### Cells colored by class

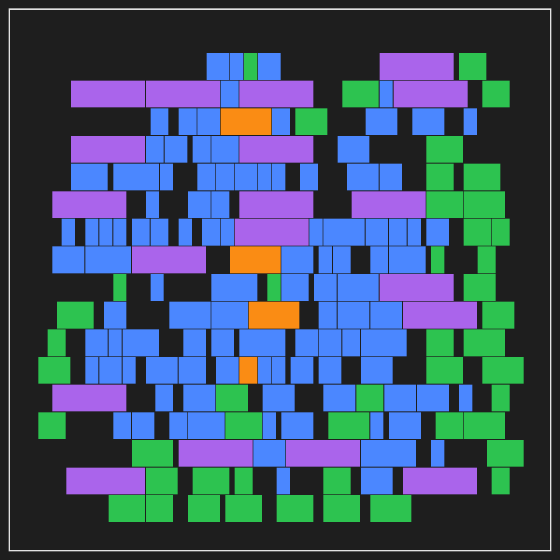
### Local utilization

Scale bar: 20 um. The die is cut into 11 by 11 equal tiles; dark blue is low, red is high, 0 to 100% covered.
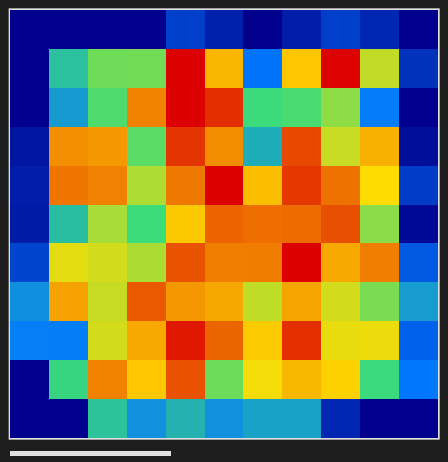
### Routed metal per tile

Scale bar: 20 um. The die is cut into 11 by 11 equal tiles; dark blue is low, red is high, scaled to the fullest tile. Values are wire area over tile area, all layers added.
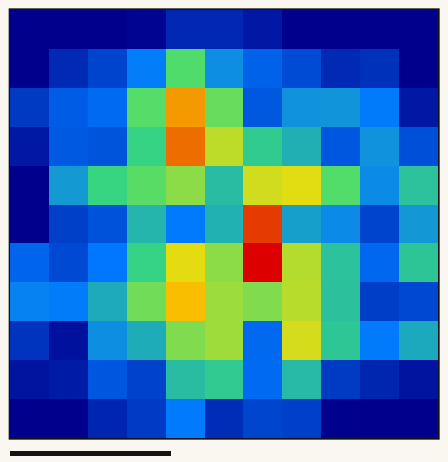
### Routing congestion

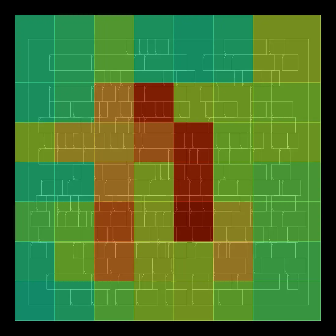
### Sizing map

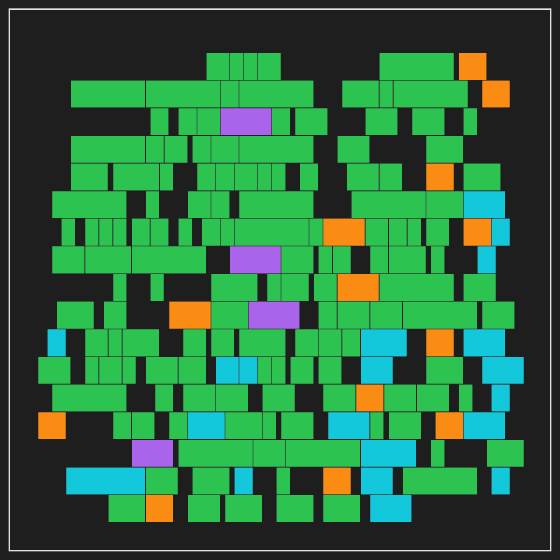
`src/rtl/pch_carry_unit.sv`:
```
// Program-counter high byte of the 65C02 core: loads, vector page, branch page-cross
// fix-ups, and the receiving side of the PC-low carry handshake.
module pch_carry_unit #(
    parameter logic [7:0] RESET_PCH   = 8'h00,
    parameter logic [7:0] VECTOR_PAGE = 8'hFF,
    parameter int         ACK_TIMEOUT = 4
) (
    input  logic       fclk,
    input  logic       reset,
    input  logic       load_pch_db,
    input  logic       vector_load,
    input  logic       branch_fix,
    input  logic       branch_back,
    input  logic       carry_to_pch,
    output logic       carry_done,
    input  logic [7:0] db_in,
    output logic [7:0] db_out,
    output logic [7:0] address_high_out,
    output logic       pch_wrap,
    output logic       hs_error,
    output logic       busy
);

    localparam logic [0:0] IDLE = 1'b0;
    localparam logic [0:0] ACK  = 1'b1;

    localparam logic [7:0] TIMEOUT_CNT = 8'(ACK_TIMEOUT);

    logic [0:0] state;
    logic [7:0] pch;
    logic [7:0] ack_cnt;
    logic       higher_update;
    logic       carry_fire;

    assign higher_update = load_pch_db | vector_load | branch_fix;
    assign carry_fire    = (state == IDLE) && carry_to_pch && !higher_update;

    // Register-only outputs: the handshake flag is simply the ACK state.
    assign carry_done       = (state == ACK);
    assign busy             = (state == ACK);
    assign db_out           = pch;
    assign address_high_out = pch;

    always_ff @(posedge fclk) begin
        if (reset) begin
            pch      <= RESET_PCH;
            state    <= IDLE;
            ack_cnt  <= 8'h00;
            pch_wrap <= 1'b0;
            hs_error <= 1'b0;
        end else begin
            pch_wrap <= 1'b0;

            if (load_pch_db) begin
                pch <= db_in;
            end else if (vector_load) begin
                pch <= VECTOR_PAGE;
            end else if (branch_fix) begin
                pch <= branch_back ? pch - 8'd1 : pch + 8'd1;
            end else if (carry_fire) begin
                pch      <= pch + 8'd1;
                pch_wrap <= (pch == 8'hFF);
            end

            // A blocked carry stays pending because carry_to_pch is a level.
            case (state)
                IDLE: begin
                    ack_cnt <= 8'h00;
                    if (carry_fire) begin
                        state <= ACK;
                    end
                end
                ACK: begin
                    if (!carry_to_pch) begin
                        state   <= IDLE;
                        ack_cnt <= 8'h00;
                    end else begin
                        if (ack_cnt != TIMEOUT_CNT) begin
                            ack_cnt <= ack_cnt + 8'd1;
                        end
                        if (ack_cnt >= TIMEOUT_CNT - 8'd1) begin
                            hs_error <= 1'b1;
                        end
                    end
                end
                default: begin
                    state   <= IDLE;
                    ack_cnt <= 8'h00;
                end
            endcase
        end
    end

endmodule

```
`config.mk`:
```
export PLATFORM = sky130hd
export DESIGN_NAME = pch_carry_unit
export DESIGN_NICKNAME = d
export VERILOG_FILES = /design/src/rtl/pch_carry_unit.sv
export SDC_FILE = /design/constraint.sdc
export NUM_CORES = 1
export LEC_CHECK = 0
export CORE_MARGIN = 2
export CORE_UTILIZATION = 48
export CTS_BUF_LIST = sky130_fd_sc_hd__clkbuf_8
export CTS_CLUSTER_SIZE = 28
export DETAILED_ROUTE_END_ITERATION = 6
export GPL_TIMING_DRIVEN = 0
export PLACE_DENSITY = 0.81
export SYNTH_ARGS = -nofsm -noshare
export SYNTH_HDL_FRONTEND = slang
export SYNTH_SLANG_ARGS = --single-unit
```
`constraint.sdc`:
```
create_clock -name fclk -period 2.3 [get_ports fclk]
set_input_delay 0.69 -clock fclk [delete_from_list [all_inputs] [get_ports fclk]]
set_output_delay 0.69 -clock fclk [all_outputs]
set_load 0.1 [all_outputs]
```
==> flow_metrics.py <==
# Generated from Yosys and OpenROAD reports
metrics = {
    "run_status": {
        "status": "completed",
    },
    "drt": {
        "drtPass1Iterations": 4,
        "remaining_drc_errors": 0,
        "ant_nets": 0,
        "viasPerCell": 5.61,
        "drtIter0Drc": 24,
    },
    "setup_path": {
        "critical_path.top_delay_family": "buffers and inverters",
        "reg2reg_from": "address_high_out[2]",
        "critPathLaunch": "address_high_out[0]",
        "crit_path_end": "address_high_out[0]",
        "path_class": "register to output pin",
        "cp-start-kind": "register",
        "timing.rr.end": "address_high_out[7]",
        "arrival_ps": 1570,
        "critPathCaptureType": "output pin",
        "critPathBufInv": 1,
        "cpMaxStageDelayCell": "clkdlybuf4s15_1",
        "crit_chain": "clkdlybuf4s15_1",
        "required_ps": 1610,
        "r2r_cells": 6,
        "cp.depth": 1,
        "cp_slowest_stage_delay_ps": 860,
        "crit_fanout": 7,
        "r2r_slack_ps": 370,
    },
    "timing": {
        "totalNegativeSetupSlack_ps": 0,
        "rsz0062_at_grt": "true",
        "min_period_ps": 2260,
        "worstMarginPinSlew_ps": 965,
        "timing.hold.ws_ps": 486,
        "setup_viol": 0,
        "hold_viol_final": 0,
        "slew_violations": 0,
        "fmax_mhz": 443,
        "max-slew-margin-rel_pct": 35.9,
        "fin_crit_sh_pct": 98.2,
        "finalClockSkew_ps": 2.14,
    },
    "placed_design": {
        "placed_area_um2": 1530,
        "port_buffers": 33,
        "dp_hpwl_mm": 2.01,
        "dp_cells": 199,
        "gp_congestion": 0.850,
        "pre_cts_ws_ps": -428,
    },
    "power": {
        "clkPwrFrac_pct": 25.6,
        "seq_power_share_pct": 39.0,
        "max-vdd-ir-drop_mv": 0.450,
        "p_sw_mw": 0.373,
        "swShare_pct": 40.1,
        "leakagePower_nw": 0.618,
        "powerComb_mw": 0.329,
        "pg_clk_mw": 0.238,
        "power_frac_comb_pct": 35.4,
        "powerDensity_nw_per_um2": 602,
        "power.group.top": "registers",
        "seq_power_mw": 0.362,
        "power_mw": 0.929,
        "p_int_mw": 0.556,
    },
    "synth": {
        "yosysWarnings": 0,
        "ys_seq_share_pct": 32.8,
        "yosys.area.top_type_share_pct": 32.8,
        "syn_avg_cell_area_um2": 8.40,
        "synth_cells": 138,
        "syn_nets": 157,
        "ys_cells": 138,
        "ys_chip_area_um2": 1160,
        "synthDistinctLibCells": 38,
        "synthTopCellsByCount": "dfxtp_1, inv_1, nor2_1",
        "yosys.area.top_type": "dfxtp_1",
        "flop_cell": "dfxtp_1",
        "syn-cell-area_um2": 1160,
        "edf_count": 0,
        "area_leaders": "dfxtp_1, xnor2_1, buf_4",
        "synth-seq-cells": 19,
        "async_flop_share_pct": 0,
        "top_cell": "dfxtp_1",
    },
    "cells_and_area": {
        "clockNetworkAreaShare_pct": 3.00,
        "largest_class": "logic gates",
        "flops": 19,
        "final_cells": 203,
        "seqCellArea_um2": 382,
        "lay_top_cells": "dfxtp_1, inv_1, clkdlybuf4s50_1",
        "mostFrequentLayoutCell": "dfxtp_1",
        "buffer_area_share_pct": 25.3,
        "num-nets-final": 195,
        "antenna_cells": 0,
        "logic_area_um2": 643,
        "clock_buffers": 3,
        "comb_area_share_pct": 41.7,
        "inv_count": 12,
        "drive_above_1_share_pct": 21.1,
        "fillCellCount": 199,
        "logic_gates": 93,
    },
    "clock_tree": {
        "clk_latency_ps": 260,
        "postCtsSetupRepairBufs": 0,
        "clockBufferDepth": 2,
        "htree_levels": 1,
        "cts_buffers": 3,
        "cts_root_buffer": "clkbuf_8",
        "clock_sinks": 19,
        "cts_tree": "yes",
        "cts_resized": 38,
        "path_clk_slew_ps": 80,
        "holdBufCountCts": 0,
    },
    "floorplan": {
        "taps": 28,
        "ios": 35,
        "dieHeight_um": 53.2,
        "die_w_um": 53.2,
        "chipArea_um2": 2830,
        "rows": 17,
    },
    "hold_path": {
        "hp-class": "register to register",
        "whs_path_depth": 2,
        "min-delay-start": "hs_error",
        "whs_endpoint": "hs_error",
    },
    "global_route": {
        "antenna_found_initial": 0,
        "overflow": 0,
        "grt_max_degree": 12,
        "grt_pass1_vias": 1007,
        "grt_pass1_wl_mm": 4.26,
    },
    "job": {
        "maxCapViolCount": 0,
        "warnings": 29,
    },
}
## Picture notes: 'Cells colored by class'
Green stands for other buffers and delay cells, cells 47, share of their area 26%. Orange stands for clock drivers and dummy loads, cells 4, share of their area 3.1%. Purple stands for flops, cells 19, share of their area 25%. Blue stands for combinational and other logic, cells 105, share of their area 46%.
cell area after layout: 1540 um2
Seq/total area: 24.8%

## Picture notes: 'Local utilization'
The mean over all tiles is 53%. 12% of the tiles are nearly empty. The densest ninth of the die: middle. 38% of the tiles are over 75% full. The fullest tile reaches 100%. The emptiest ninth of the die: top left.
post-layout util: 68.4%
Core ar.: 2250 um2
fp_density: 51.4%

## Picture notes: 'Routed metal per tile'
20% of the tiles are over half the peak. The mean over all tiles is 0.16. 14% of the tiles are nearly empty.
GRT Total Usage: 20.7%
DR vias: 1,138
per-cell routed wire length: 13.6 um
Post-Route WL: 2.76 mm

## Picture notes: 'Routing congestion'
met2 usage: 37.1%
gr busiest metal: met2
M1 GR Usage: 23.8%
Global Route met3 Usage: 3.67%

## Picture notes: 'Sizing map'
Green stands for _0 and _1 cells, cells 138, share 79%, most used dfxtp_1. Purple stands for _6 and larger, cells 4, share 2.3%, most used clkbuf_8. Orange stands for _3 and _4 cells, cells 13, share 7.4%, most used buf_4. Cyan stands for _2 cells, cells 20, share 11%.
bufs w/o clock: 47
Setup WS post-layout: 40.9 ps
area delta synth->final: 32.9%

-- per-layer routing --
layer | wire (um) | vias to the layer above | global-route usage (%)
li1 | - | 557 | -
met1 | 1180 | 539 | 23.8
met2 | 1370 | 34 | 37.1
met3 | 158 | 8 | 3.67
met4 | 48 | 0 | 8.97
met5 | 0 | - | 0
-- sequential cells by signal, summed over array words and instances (netlist names) --
name / cells
address_high_out: 8
pch_wrap: 1
hs_error: 1
ack_cnt: 8
busy: 1
-- cells by family after synthesis --
kind of cell	count (synthesis)	share of synthesized area, %
flops	19	32.8
xor+xnor	9	6.80
compound gates	23	14.2
buf+inv	26	12.0
fa+ha+maj	4	4.32
simple gates	54	27.3
mux	3	2.59
No activity file was given, so power comes from the tool's default toggle rates.
